### src/rtl/queue_reduce_unit_if.sv
// Load and result stream bundle for queue_reduce_unit.
// slave = engine side, master = producer/consumer side.
interface queue_reduce_unit_if #(parameter int WIDTH = 32);
  logic             in_valid;
  logic             in_ready;
  logic [WIDTH-1:0] in_data;
  logic             in_last;
  logic [1:0]       op;
  logic [1:0]       key_mode;
  logic [7:0]       key_arg;
  logic             out_valid;
  logic             out_ready;
  logic [WIDTH-1:0] out_data;
  logic             out_last;
  logic             out_empty;
  logic [1:0]       status;

  modport master (
    output in_valid, in_data, in_last, op, key_mode, key_arg, out_ready,
    input  in_ready, out_valid, out_data, out_last, out_empty, status
  );

  modport slave (
    input  in_valid, in_data, in_last, op, key_mode, key_arg, out_ready,
    output in_ready, out_valid, out_data, out_last, out_empty, status
  );
endinterface

### src/rtl/queue_reduce_unit.sv
// Queue min/max/unique/unique_index reduction engine with run-time key function.
// Optional QUEUE_REDUCE_UNIQUE_EN builds the UNIQUE/UNIQUE_INDEX dedup path.
module queue_reduce_unit #(
  parameter int WIDTH  = 32,
  parameter int DEPTH  = 16,
  parameter bit SIGNED = 1'b1
) (
  input logic clk,
  input logic rst_n,
  queue_reduce_unit_if.slave bus
);
  localparam int IW = $clog2(DEPTH);
  localparam int CW = IW + 1;

  typedef enum logic [2:0] {IDLE, LOAD, REDUCE, DEDUP, EMIT} state_t;

  state_t           state_r;
  logic [WIDTH-1:0] mem_r [DEPTH];
  logic [CW-1:0]    count_r, scan_r, cmp_r, emit_r;
  logic [IW-1:0]    best_r;
  logic [1:0]       op_r, mode_r;
  logic [7:0]       arg_r;
  logic             ovf_r;
  logic             in_ready_r, out_valid_r, out_last_r, out_empty_r;
  logic [WIDTH-1:0] out_data_r;
  logic [1:0]       status_r;
`ifdef QUEUE_REDUCE_UNIQUE_EN
  logic [IW-1:0]    keep_r [DEPTH];
  logic [CW-1:0]    keep_cnt_r;
  logic [IW-1:0]    beat_idx_s;
`endif

  logic             accept_s, empty_beat_s, load_done_s, unsup_s, better_s;
  logic [1:0]       cur_op_s;
  logic [WIDTH:0]   ka_s, kb_s;
  logic [CW-1:0]    beat_sel_s, res_cnt_s;
  logic [WIDTH-1:0] beat_data_s;
  logic             beat_last_s;

  // Keys carry one extra bit so the addend form can never wrap.
  function automatic logic [WIDTH:0] key_of(input logic [WIDTH-1:0] x,
                                            input logic [1:0] m,
                                            input logic [7:0] a);
    logic [WIDTH:0] xe, ae, mask;
    int w;
    xe = SIGNED ? {x[WIDTH-1], x} : {1'b0, x};
    ae = {{(WIDTH-7){a[7]}}, a};
    w  = (int'(a) > WIDTH) ? WIDTH : int'(a);
    for (int k = 0; k <= WIDTH; k++) mask[k] = (k < w);
    case (m)
      2'd1:    key_of = xe + ae;
      2'd2:    key_of = {1'b0, x} & mask;
      default: key_of = xe;
    endcase
  endfunction

  function automatic logic key_lt(input logic [WIDTH:0] a, input logic [WIDTH:0] b);
    if (SIGNED) key_lt = $signed(a) < $signed(b);
    else        key_lt = a < b;
  endfunction

  // Handshake decode, key evaluation and next result beat selection
  always_comb begin
    accept_s     = bus.in_valid && in_ready_r;
    cur_op_s     = (state_r == IDLE) ? bus.op : op_r;
    empty_beat_s = accept_s && (state_r == IDLE) && bus.in_last &&
                   (bus.key_mode == 2'd3) && (bus.key_arg == 8'hFF);
    load_done_s  = accept_s && (bus.in_last || (count_r == CW'(DEPTH - 1)));
`ifdef QUEUE_REDUCE_UNIQUE_EN
    unsup_s      = 1'b0;
`else
    unsup_s      = cur_op_s[1];
`endif
    ka_s     = key_of(mem_r[scan_r[IW-1:0]], mode_r, arg_r);
    kb_s     = key_of(mem_r[(state_r == DEDUP) ? cmp_r[IW-1:0] : best_r], mode_r, arg_r);
    better_s = op_r[0] ? key_lt(kb_s, ka_s) : key_lt(ka_s, kb_s);
    beat_sel_s = (state_r == EMIT) ? (emit_r + CW'(1)) : {CW{1'b0}};
`ifdef QUEUE_REDUCE_UNIQUE_EN
    beat_idx_s = keep_r[beat_sel_s[IW-1:0]];
    res_cnt_s  = op_r[1] ? keep_cnt_r : CW'(1);
    if (op_r[1]) beat_data_s = op_r[0] ? WIDTH'(beat_idx_s) : mem_r[beat_idx_s];
    else         beat_data_s = mem_r[best_r];
`else
    res_cnt_s   = CW'(1);
    beat_data_s = mem_r[best_r];
`endif
    beat_last_s = ((beat_sel_s + CW'(1)) == res_cnt_s);
  end

  // Queue storage; the empty-queue marker beat carries no element
  always_ff @(posedge clk) begin
    if (accept_s && !empty_beat_s) mem_r[count_r[IW-1:0]] <= bus.in_data;
    else                           mem_r[count_r[IW-1:0]] <= mem_r[count_r[IW-1:0]];
  end

  // Control FSM, scan datapath and registered result beats
  always_ff @(posedge clk or negedge rst_n) begin
    if (!rst_n) begin
      state_r     <= IDLE;
      count_r     <= '0;
      scan_r      <= '0;
      cmp_r       <= '0;
      emit_r      <= '0;
      best_r      <= '0;
      op_r        <= 2'd0;
      mode_r      <= 2'd0;
      arg_r       <= 8'd0;
      ovf_r       <= 1'b0;
      in_ready_r  <= 1'b1;
      out_valid_r <= 1'b0;
      out_data_r  <= '0;
      out_last_r  <= 1'b0;
      out_empty_r <= 1'b0;
      status_r    <= 2'b00;
`ifdef QUEUE_REDUCE_UNIQUE_EN
      keep_cnt_r  <= '0;
      for (int k = 0; k < DEPTH; k++) keep_r[k] <= '0;
`endif
    end else begin
      case (state_r)
        IDLE, LOAD: begin
          if (accept_s) begin
            state_r <= LOAD;
            if (!empty_beat_s) count_r <= count_r + CW'(1);
            if (state_r == IDLE) begin
              op_r   <= bus.op;
              mode_r <= bus.key_mode;
              arg_r  <= bus.key_arg;
            end
            if (load_done_s) begin
              in_ready_r <= 1'b0;
              ovf_r      <= !bus.in_last;
              scan_r     <= '0;
              cmp_r      <= '0;
              best_r     <= '0;
              emit_r     <= '0;
              if (empty_beat_s || unsup_s) begin
                // Nothing to compute: a single empty beat carries the status.
                state_r     <= EMIT;
                out_valid_r <= 1'b1;
                out_data_r  <= '0;
                out_last_r  <= 1'b1;
                out_empty_r <= 1'b1;
                status_r    <= {unsup_s, !bus.in_last};
              end else if (!cur_op_s[1]) begin
                state_r <= REDUCE;
              end else begin
                state_r <= DEDUP;
                scan_r  <= CW'(1);
`ifdef QUEUE_REDUCE_UNIQUE_EN
                keep_r[0]  <= '0;
                keep_cnt_r <= CW'(1);
`endif
              end
            end
          end
        end
        REDUCE: begin
          if (scan_r == count_r) begin
            state_r     <= EMIT;
            out_valid_r <= 1'b1;
            out_data_r  <= beat_data_s;
            out_last_r  <= beat_last_s;
            out_empty_r <= 1'b0;
            status_r    <= beat_last_s ? {1'b0, ovf_r} : 2'b00;
          end else begin
            if (better_s) best_r <= scan_r[IW-1:0];
            scan_r <= scan_r + CW'(1);
          end
        end
        DEDUP: begin
`ifdef QUEUE_REDUCE_UNIQUE_EN
          if (scan_r >= count_r) begin
            state_r     <= EMIT;
            out_valid_r <= 1'b1;
            out_data_r  <= beat_data_s;
            out_last_r  <= beat_last_s;
            out_empty_r <= 1'b0;
            status_r    <= beat_last_s ? {1'b0, ovf_r} : 2'b00;
          end else if (ka_s == kb_s) begin
            scan_r <= scan_r + CW'(1);
            cmp_r  <= '0;
          end else if ((cmp_r + CW'(1)) == scan_r) begin
            keep_r[keep_cnt_r[IW-1:0]] <= scan_r[IW-1:0];
            keep_cnt_r <= keep_cnt_r + CW'(1);
            scan_r     <= scan_r + CW'(1);
            cmp_r      <= '0;
          end else begin
            cmp_r <= cmp_r + CW'(1);
          end
`else
          state_r <= IDLE;
`endif
        end
        EMIT: begin
          if (bus.out_ready && out_last_r) begin
            state_r     <= IDLE;
            count_r     <= '0;
            ovf_r       <= 1'b0;
            in_ready_r  <= 1'b1;
            out_valid_r <= 1'b0;
            out_data_r  <= '0;
            out_last_r  <= 1'b0;
            out_empty_r <= 1'b0;
            status_r    <= 2'b00;
          end else if (bus.out_ready) begin
            emit_r     <= beat_sel_s;
            out_data_r <= beat_data_s;
            out_last_r <= beat_last_s;
            status_r   <= beat_last_s ? {1'b0, ovf_r} : 2'b00;
          end else begin
            out_data_r <= out_data_r;
          end
        end
        default: state_r <= IDLE;
      endcase
    end
  end

  assign bus.in_ready  = in_ready_r;
  assign bus.out_valid = out_valid_r;
  assign bus.out_data  = out_data_r;
  assign bus.out_last  = out_last_r;
  assign bus.out_empty = out_empty_r;
  assign bus.status    = status_r;
endmodule

### src/flat_wrapper.sv
// flat-port wrapper written by rule: the top's interface ports become plain ports
module queue_reduce_unit_flat 
#(
  parameter int WIDTH  = 32,
  parameter int DEPTH  = 16,
  parameter bit SIGNED = 1'b1
)
  (clk, rst_n, bus_in_valid, bus_in_data, bus_in_last, bus_op, bus_key_mode, bus_key_arg, bus_out_ready, bus_in_ready, bus_out_valid, bus_out_data, bus_out_last, bus_out_empty, bus_status);
  queue_reduce_unit_if #(.WIDTH(WIDTH)) bus_i ();
  input logic clk;
  input logic rst_n;
  input wire logic [$bits(bus_i.in_valid)-1:0] bus_in_valid;
  input wire logic [$bits(bus_i.in_data)-1:0] bus_in_data;
  input wire logic [$bits(bus_i.in_last)-1:0] bus_in_last;
  input wire logic [$bits(bus_i.op)-1:0] bus_op;
  input wire logic [$bits(bus_i.key_mode)-1:0] bus_key_mode;
  input wire logic [$bits(bus_i.key_arg)-1:0] bus_key_arg;
  input wire logic [$bits(bus_i.out_ready)-1:0] bus_out_ready;
  output wire logic [$bits(bus_i.in_ready)-1:0] bus_in_ready;
  output wire logic [$bits(bus_i.out_valid)-1:0] bus_out_valid;
  output wire logic [$bits(bus_i.out_data)-1:0] bus_out_data;
  output wire logic [$bits(bus_i.out_last)-1:0] bus_out_last;
  output wire logic [$bits(bus_i.out_empty)-1:0] bus_out_empty;
  output wire logic [$bits(bus_i.status)-1:0] bus_status;
  assign bus_i.in_valid = bus_in_valid;
  assign bus_i.in_data = bus_in_data;
  assign bus_i.in_last = bus_in_last;
  assign bus_i.op = bus_op;
  assign bus_i.key_mode = bus_key_mode;
  assign bus_i.key_arg = bus_key_arg;
  assign bus_i.out_ready = bus_out_ready;
  assign bus_in_ready = bus_i.in_ready;
  assign bus_out_valid = bus_i.out_valid;
  assign bus_out_data = bus_i.out_data;
  assign bus_out_last = bus_i.out_last;
  assign bus_out_empty = bus_i.out_empty;
  assign bus_status = bus_i.status;
  queue_reduce_unit #(.WIDTH(WIDTH), .DEPTH(DEPTH), .SIGNED(SIGNED)) u_core (.clk(clk), .rst_n(rst_n), .bus(bus_i));
endmodule
### config.mk
export PLATFORM = sky130hd
export DESIGN_NAME = queue_reduce_unit_flat
export DESIGN_NICKNAME = d
export VERILOG_FILES = /design/src/rtl/queue_reduce_unit_if.sv /design/src/rtl/queue_reduce_unit.sv /design/src/flat_wrapper.sv
export SDC_FILE = /design/constraint.sdc
export NUM_CORES = 1
export LEC_CHECK = 0
export ABC_CLOCK_PERIOD_IN_PS = 16600
export CAP_MARGIN = 10
export CORE_MARGIN = 4
export CORE_UTILIZATION = 63
export DETAILED_ROUTE_END_ITERATION = 8
export GPL_ROUTABILITY_DRIVEN = 1
export PLACE_DENSITY = 0.85
export REMOVE_ABC_BUFFERS = 1
export SYNTH_ARGS = -nofsm -noshare
export SYNTH_HDL_FRONTEND = slang
export SYNTH_SLANG_ARGS = --single-unit
### constraint.sdc
create_clock -name clk -period 16.6 [get_ports clk]
set_input_delay 3.32 -clock clk [delete_from_list [all_inputs] [get_ports clk]]
set_output_delay 3.32 -clock clk [all_outputs]
set_load 0.05 [all_outputs]
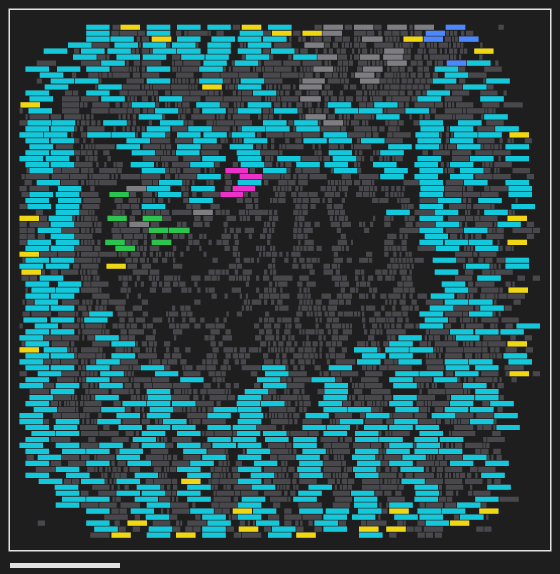
**Above:** where the registers sit.
Bar = 50 µm.
| colour | netlist name | placed flops |
|---|---|---|
| cyan | u_core.mem_r | 512 |
| green | u_core.arg_r | 8 |
| magenta | u_core.best_r | 4 |
| yellow | u_core.bus.out_data | 32 |
| blue | u_core.emit_r | 5 |
not coloured: 24

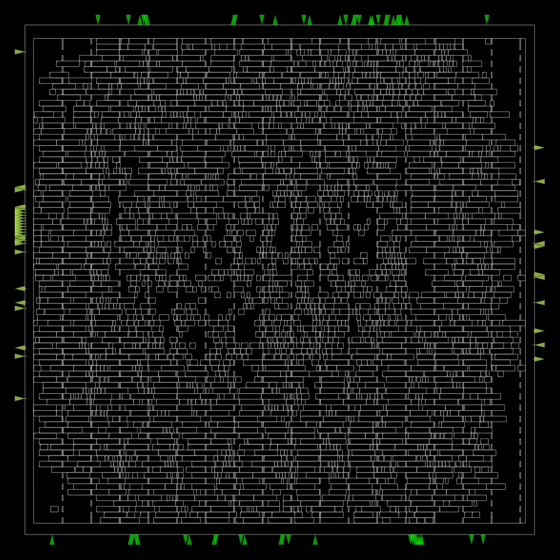
**Above:** placement view.
final std cells w/o fill: 3677
# fillers: 3689
row count: 86
Core ar.: 55520 µm²
Tap Cells: 748

==> metrics.cfg <==
[clock_tree]
clock_sinks=585
cts_inserted_buffers=61
htreeDepth=2
ctsResizeCount=0
clk_pin_slew_ps=60
clockBufferDepth=3
cts_tree=done

[min_path]
hold_end=u_core.bus.out_data[21]
hp-class=reg2reg
hold_depth=1
worstHoldStart=u_core.bus.out_data[21]

[global_routing]
grt_pass1_vias=27520
grt.overflow.total=0

[finish]
drive_gt1_frac=0.1850
fin_area_um2=39240
final_nets=3034

[timing]
setup_viol=0
maxSlewViolCount=0
fin_crit_sh=0.5386
hold_slack_ps=473.0
fin_ws_ps=7659
hold_violations=0
slew_headroom=0.3070

[drt]
drc=0
drtAntennaViolNets=0
wl_per_cell_um=30.60
drtIter0Drc=4186
wl_mm=112.5
drt_first_pass_iters=8

[floorplan]
pin_count=87
die_area_um2=60440
fp_util=0.6419

[worst_setup_path]
cp_data_arrival_time_ps=9520
cp-end-kind=flip-flop
critPathMaxFanout=69
crit_required_ps=17180
r2r_slack_ps=7660
crit_type=reg2reg
timing.rr.end=u_core.best_r[1]
worst-r2r-cell-count=27

[place]
place.port_buffers=86

[yosys]
ys_seq_share=0.4826
ys_warn_count=0
ff_type=edfxtp_1
ys_area_um2=35640

[power_and_ir_drop]
ir_drop_mv=0.1247
power.total_mw=8.268

[outcome]
outcome=finished clean

[run]
cap_violations=0

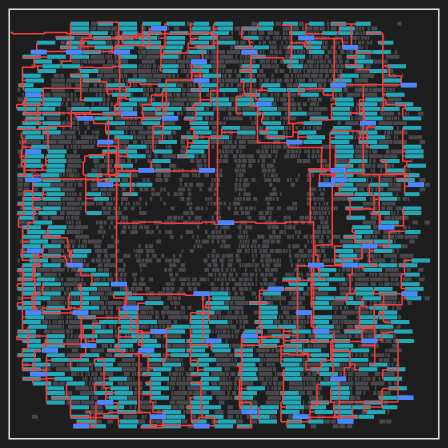
**Above:** clock network drawn from the DEF.
[cyan] flip-flops | count: 585
[blue] clock drivers | count: 61
[red] clock wires | length: 6730 µm
flops lie: widely spread
routed clock nets: 62

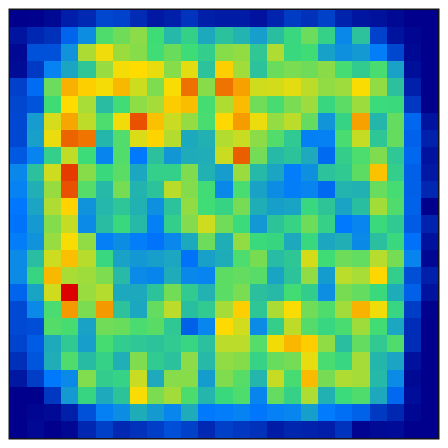
**Above:** signal metal coverage by tile.
The die is cut into 25 by 25 equal tiles; dark blue is low, red is high, scaled to the fullest tile. Values are wire area over tile area, all layers added.
mean over tiles: 0.33
tiles over half the peak: 39%
fullest tile: 0.80
nearly empty tiles: 5.8%

## cells in the final DEF, fill, tap and decap left out, types with 45 or more instances in the layout
master,synthesis,layout
clkbuf_16,0,62
nor2_1,79,78
a21o_1,49,49
dfrtp_1,72,63
a211oi_1,51,51
ha_1,107,107
mux2i_1,79,79
edfxtp_1,512,512
nand2_1,460,457
and3_1,45,45
o21ai_0,144,144
buf_4,1,54
mux4_2,273,273
a21oi_1,119,118
nand3_1,152,152
mux2_2,56,56
clkdlybuf4s50_1,0,85
## cells by family after synthesis
logic type / synth area share
compound gates: 0.1156
xor+xnor: 0.01499
fa+ha+maj: 0.03868
buf+inv: 0.02826
flops: 0.4826
mux: 0.2124
simple gates: 0.1075
## critical path, stage by stage, from the launching register on
cell and delay (ps):
dfrtp_1 550, nand3b_1 160, buf_4 440, and2_4 800
buf_4 670, nor2_1 350, a221oi_1 360, or3_1 150
o21ai_0 200, ha_1 430, nand3_1 90, o21ai_0 370
a41oi_1 420, o21a_1 330, o21ai_0 510, a21oi_1 180
nand4b_1 130, o311ai_0 160, ha_1 340, nand4_1 130
nor4_1 690, nand2_1 120, a31oi_1 270, nor3_1 90
mux2i_1 170, mux2i_1 110, o22ai_1 330, a22o_1 190
## cell type report
type	instances	area (µm²)	share of cell area
Clock buffer	76	1684	0.04292
Clock inverter	40	479.2	0.01221
Inverter	34	127.6	0.003253
Multi-Input combinational cell	2054	17500	0.4461
Sequential cell	585	17230	0.4391
Tap cell	748	935.9	0.02385
Timing Repair Buffer	140	1276	0.03253
## worst max path at each step
stage	slack [ps]	start	cells past startpoint	endpoint
2_1_floorplan	620	u_core.best_r[0]	26	u_core.best_r[0]
3_3_place_gp	8260	u_core.state_r[2]	27	u_core.best_r[0]
3_5_place_dp	7990	u_core.state_r[2]	26	u_core.best_r[2]
4_1_cts	7950	u_core.state_r[2]	26	u_core.best_r[1]
5_1_grt	7240	u_core.state_r[2]	26	u_core.best_r[1]
6_report	7660	u_core.state_r[2]	27	u_core.best_r[1]
## report_power, final
group	switching, mW	total, mW	internal, mW	leakage, nW
sequential	0.193	1.92	1.73	5.54
combinational	2.92	4.89	1.97	6.75
clock	0.602	1.45	0.851	1.04
total	3.72	8.27	4.55	13.3
## metal layers
layer / part of all wire / GRT usage / up-vias
met5: 0 / 0 / -
met4: 0.059 / 0.1862 / 0
met3: 0.13 / 0.09247 / 509
met2: 0.46 / 0.5776 / 2400
met1: 0.35 / 0.4902 / 13590
li1: - / - / 11350
## sequential cells by signal, indices dropped and copies added (netlist names)
name / cells
u_core.bus.out_data: 32
u_core.arg_r: 8
u_core.bus.out_empty: 1
u_core.bus.out_valid: 1
u_core.scan_r: 5
u_core.state_r: 3
u_core.mem_r: 512
u_core.bus.in_ready: 1
u_core.bus.out_last: 1
u_core.emit_r: 5
u_core.bus.status: 2
u_core.best_r: 4
u_core.ovf_r: 1
u_core.count_r: 5
u_core.op_r: 2
u_core.mode_r: 2
No activity file was given, so power comes from the tool's default toggle rates.
